### The clock network

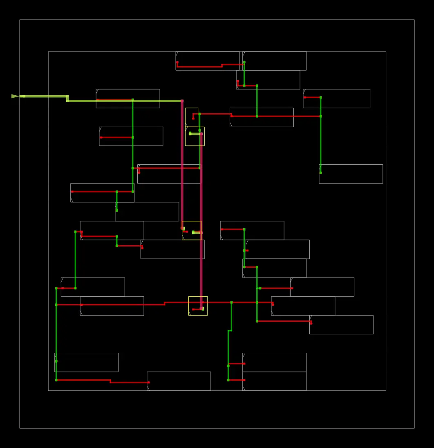
### Selected gate families

(6 px per um)
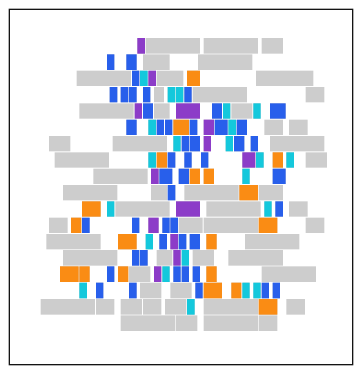
===== src/rtl/apple1_char_receiver_if.sv =====
// rtl/apple1_char_receiver_if.sv - host character handshake and display-write bundle
interface apple1_char_receiver_if;
  logic       da;
  logic [6:0] d;
  logic       write_slot;
  logic       rda;
  logic [5:0] char_q;
  logic       char_we;
  logic       newline_stb;

  modport master (
    output da, d, write_slot,
    input  rda, char_q, char_we, newline_stb
  );

  modport slave (
    input  da, d, write_slot,
    output rda, char_q, char_we, newline_stb
  );
endinterface


===== src/rtl/apple1_char_receiver.sv =====
// rtl/apple1_char_receiver.sv - Apple-1 PIA port-B character receiver
module apple1_char_receiver #(
  parameter int SYNC_STAGES = 2,
  parameter int RDA_HOLD    = 4
) (
  input logic                   clk,
  input logic                   clr_n,
  apple1_char_receiver_if.slave bus
);
  localparam int CW = $clog2(RDA_HOLD + 1);
  localparam logic [CW-1:0] HOLD_LAST = CW'(RDA_HOLD - 1);

  typedef enum logic [2:0] {
    IDLE,
    WAIT_SLOT,
    WRITE,
    HOLD,
    RELEASE
  } state_t;

  state_t                 state;
  logic [SYNC_STAGES-1:0] da_sync;
  logic                   da_prev;
  logic                   da_s;
  logic                   da_rise;
  logic                   kind_nl;
  logic [5:0]             code;
  logic [CW-1:0]          hold_cnt;
  logic                   rda_r;
  logic                   we_r;
  logic                   nl_r;
  logic [5:0]             char_q_r;

  assign da_s    = da_sync[SYNC_STAGES-1];
  assign da_rise = da_s & ~da_prev;

  assign bus.rda         = rda_r;
  assign bus.char_we     = we_r;
  assign bus.newline_stb = nl_r;
  assign bus.char_q      = char_q_r;

  always_ff @(posedge clk or negedge clr_n) begin
    if (!clr_n) begin
      state    <= IDLE;
      da_sync  <= '0;
      da_prev  <= 1'b0;
      kind_nl  <= 1'b0;
      code     <= '0;
      hold_cnt <= '0;
      rda_r    <= 1'b1;
      we_r     <= 1'b0;
      nl_r     <= 1'b0;
      char_q_r <= '0;
    end else begin
      da_sync <= {da_sync[SYNC_STAGES-2:0], bus.da};
      da_prev <= da_s;
      case (state)
        IDLE: begin
          if (da_rise) begin
            rda_r <= 1'b0;
            // Classification happens on the capture edge; char_q itself only
            // changes on the write so it keeps the last displayed code.
            if (bus.d == 7'h0D) begin
              kind_nl <= 1'b1;
              state   <= WAIT_SLOT;
            end else if (bus.d >= 7'h20 && bus.d <= 7'h5F) begin
              kind_nl <= 1'b0;
              code    <= bus.d[5:0];
              state   <= WAIT_SLOT;
            end else if (bus.d >= 7'h60 && bus.d <= 7'h7E) begin
              kind_nl <= 1'b0;
              code    <= {1'b0, bus.d[4:0]};
              state   <= WAIT_SLOT;
            end else begin
              hold_cnt <= '0;
              state    <= HOLD;
            end
          end
        end
        WAIT_SLOT: begin
          if (bus.write_slot) begin
            state <= WRITE;
            if (kind_nl) begin
              nl_r <= 1'b1;
            end else begin
              we_r     <= 1'b1;
              char_q_r <= code;
            end
          end
        end
        WRITE: begin
          we_r     <= 1'b0;
          nl_r     <= 1'b0;
          hold_cnt <= '0;
          state    <= HOLD;
        end
        HOLD: begin
          // Host must also drop da before we re-arm, so a held strobe never re-triggers.
          if (hold_cnt != HOLD_LAST) begin
            hold_cnt <= hold_cnt + CW'(1);
          end else if (!da_s) begin
            state <= RELEASE;
          end
        end
        RELEASE: begin
          rda_r <= 1'b1;
          state <= IDLE;
        end
        default: state <= IDLE;
      endcase
    end
  end
endmodule


===== src/flat_wrapper.sv =====
// flat-port wrapper written by rule: the top's interface ports become plain ports
module apple1_char_receiver_flat 
#(
  parameter int SYNC_STAGES = 2,
  parameter int RDA_HOLD    = 4
)
  (clk, clr_n, bus_da, bus_d, bus_write_slot, bus_rda, bus_char_q, bus_char_we, bus_newline_stb);
  apple1_char_receiver_if bus_i ();
  input logic clk;
  input logic clr_n;
  input wire logic [$bits(bus_i.da)-1:0] bus_da;
  input wire logic [$bits(bus_i.d)-1:0] bus_d;
  input wire logic [$bits(bus_i.write_slot)-1:0] bus_write_slot;
  output wire logic [$bits(bus_i.rda)-1:0] bus_rda;
  output wire logic [$bits(bus_i.char_q)-1:0] bus_char_q;
  output wire logic [$bits(bus_i.char_we)-1:0] bus_char_we;
  output wire logic [$bits(bus_i.newline_stb)-1:0] bus_newline_stb;
  assign bus_i.da = bus_da;
  assign bus_i.d = bus_d;
  assign bus_i.write_slot = bus_write_slot;
  assign bus_rda = bus_i.rda;
  assign bus_char_q = bus_i.char_q;
  assign bus_char_we = bus_i.char_we;
  assign bus_newline_stb = bus_i.newline_stb;
  apple1_char_receiver #(.SYNC_STAGES(SYNC_STAGES), .RDA_HOLD(RDA_HOLD)) u_core (.clk(clk), .clr_n(clr_n), .bus(bus_i));
endmodule

===== config.mk =====
export PLATFORM = sky130hd
export DESIGN_NAME = apple1_char_receiver_flat
export DESIGN_NICKNAME = d
export VERILOG_FILES = /design/src/rtl/apple1_char_receiver_if.sv /design/src/rtl/apple1_char_receiver.sv /design/src/flat_wrapper.sv
export SDC_FILE = /design/constraint.sdc
export NUM_CORES = 1
export LEC_CHECK = 0
export ABC_AREA = 1
export ABC_CLOCK_PERIOD_IN_PS = 1700
export CORE_AREA = 4 4 53 55
export CTS_CLUSTER_DIAMETER = 200
export DETAILED_ROUTE_END_ITERATION = 6
export DIE_AREA = 0 0 57 59
export GPL_TIMING_DRIVEN = 0
export PLACE_DENSITY = 0.78
export SYNTH_ARGS = -nofsm -noshare
export SYNTH_HDL_FRONTEND = slang
export SYNTH_SLANG_ARGS = --single-unit

===== constraint.sdc =====
create_clock -name clk -period 1.7 [get_ports clk]
set_input_delay 0.34 -clock clk [delete_from_list [all_inputs] [get_ports clk]]
set_output_delay 0.34 -clock clk [all_outputs]
set_load 0.03 [all_outputs]

==> summary.rpt <==
===============================================================================================
Status ........................................................................... finished, final reports clean
Sw Share .........................................................................        0.434
OpenROAD warning count ...........................................................           26
Cell-by-cell listing of the critical path ........................................ dlygate4sd2_1
Top logic cells by instance count in the layout .................................. sky130_fd_sc_hd__nand2_1, sky130_fd_sc_hd__dfrtp_1, sky130_fd_sc_hd__inv_1, sky130_fd_sc_hd__clkdlybuf4s50_1
Via count of the first global-routing pass .......................................          943
Num CTS Buffers ..................................................................            3
Count of nets after finishing ....................................................          169
Dominant comb cell ............................................................... simple AND/OR/NAND/NOR gates
Total of cells resized after clock tree synthesis ................................            9
Via count of the routed design ...................................................          941
Static leakage power .............................................................     0.724 nW
# clock sinks ....................................................................           25
Actual transition at the worst max-transition pin ................................      1.10 ns
Max Slew Vio Count ...............................................................            0
Setup slack on the worst flop-to-flop path .......................................      0.22 ns
Antenna Cells ....................................................................            0
Gate family responsible for the most delay along the worst path ..................   flip-flops
RR Endpoint ...................................................................... u_core.hold_cnt[2]$_DFFE_PN0P_
Cell type with the largest total area ............................................ sky130_fd_sc_hd__dfrtp_1
Core outline area ................................................................     2390 um2
Count of different cell masters after synthesis ..................................           23
Number of enable-type register cells in the synthesized netlist ..................            0
Util after Layout ................................................................        0.592
Flip-flop and latch count after synthesis ........................................           25
GRT Overall Usage ................................................................        0.142
Flop area ........................................................................      627 um2
Number of logic stages on the critical path including buffering ..................            1
Net switching power of the design ................................................    0.00101 W
Worst Path Required ..............................................................      1.36 ns
Count of non-filler cells in the finished layout .................................          185
Layout overhead on the synthesized area ..........................................        20.9%
Cell Int Power ...................................................................    0.00131 W
Synthesis area per yosys .........................................................     1170 um2
Aoi share ........................................................................        0.116
Worst-case vdd ir drop ...........................................................       890 uV
DRC ..............................................................................            0
Clock input transition at the sequential cells of the worst setup and hold paths .      0.13 ns
Start point of the worst hold path ............................................... u_core.da_sync[0]$_DFF_PN0_
Maximum number of pins on one net before global-route repair .....................           26
Area fraction in mux cells .......................................................            0
Number of warning messages in the yosys log ......................................            0
Leading cell type in the layout, fill and taps excluded .......................... sky130_fd_sc_hd__nand2_1
Post-placement cell count ........................................................          181
1st-pass router iterations .......................................................            4
DP HPWL ..........................................................................      1.60 mm
Init Core Util ...................................................................        0.490
===============================================================================================
-- 'The clock network' (at the start) --
Layout clock buffers: 3
Clock Latency Late Sink: 0.32 ns

-- 'Selected gate families' (at the start) --
family	colour	cells
inverting AOI/OAI gates	orange	19
NAND gates	blue	47
inverters	cyan	22
NOR gates	purple	13

-- sequential cells by signal, indices dropped and copies added, names as in the netlist --
| register | cells |
|---|---|
| u_core.kind_nl | 1 |
| u_core.da_prev | 1 |
| u_core.bus.newline_stb | 1 |
| u_core.bus.char_q | 6 |
| u_core.bus.rda | 1 |
| u_core.bus.char_we | 1 |
| u_core.hold_cnt | 3 |
| u_core.code | 6 |
| u_core.da_sync | 2 |
| u_core.state | 3 |
-- metrics by stage --
stage / setup TNS, ns / cell area, um2 / total power, W
2_1_floorplan: 0 / 1170 / 0.00178
3_3_place_gp: -0.0458 / 1400 / 0.00209
3_5_place_dp: -0.462 / 1400 / 0.00215
4_1_cts: 0 / 1410 / 0.00235
5_1_grt: 0 / 1410 / 0.00252
6_report: 0 / 1410 / 0.00232
-- cell type report --
| cell class | instances | share of cell area |
|---|---|---|
| timing repair buffer | 19 | 0.127 |
| clock inverter | 1 | 0.00354 |
| inverter | 22 | 0.0585 |
| clock buffer | 3 | 0.0159 |
| sequential | 25 | 0.444 |
| buffer | 2 | 0.0159 |
| multi-input combinational | 83 | 0.309 |
| tap | 30 | 0.0266 |
-- metal layers --
layer	global-route usage	vias up	wire length [um]
li1	-	460	-
met1	0.169	463	930
met2	0.251	13	1060
met3	0.0196	5	65
met4	0.0762	0	43
met5	0	-	0
-- power by group through the flow --
| stage | clock network (W) | registers (W) | logic (W) |
|---|---|---|---|
| 6_report | 0.000268 | 0.000926 | 0.00113 |
| 5_1_grt | 0.000295 | 0.000956 | 0.00127 |
| 4_1_cts | 0.000275 | 0.000928 | 0.00114 |
| 3_5_place_dp | 0 | 0.000946 | 0.00120 |
| 3_3_place_gp | 0 | 0.000931 | 0.00116 |
| 2_1_floorplan | 0 | 0.00111 | 0.000667 |
-- cells by family (layout without fill, tap and decap cells) --
| group | Yosys count | in the layout |
|---|---|---|
| buffers and inverters | 24 | 47 |
| AND/OR/NAND/NOR | 61 | 61 |
| flip-flops | 25 | 25 |
| AND-OR/OR-AND | 20 | 20 |
| adder cells (fa/ha/maj) | 2 | 2 |
-- cell usage after synthesis (2+ instances only) --
cell type and count:
sky130_fd_sc_hd__inv_1 20, sky130_fd_sc_hd__nand2_2 3, sky130_fd_sc_hd__nand2_1 34, sky130_fd_sc_hd__nand3_1 9, sky130_fd_sc_hd__o21ai_2 6, sky130_fd_sc_hd__inv_2 2, sky130_fd_sc_hd__dfrtp_1 24, sky130_fd_sc_hd__o21ai_0 4
sky130_fd_sc_hd__nor2_1 8, sky130_fd_sc_hd__nor3_1 2, sky130_fd_sc_hd__buf_6 2, sky130_fd_sc_hd__nor2_4 2, sky130_fd_sc_hd__ha_1 2, sky130_fd_sc_hd__o21ai_1 5
Power is estimated from default activity; no workload was simulated.
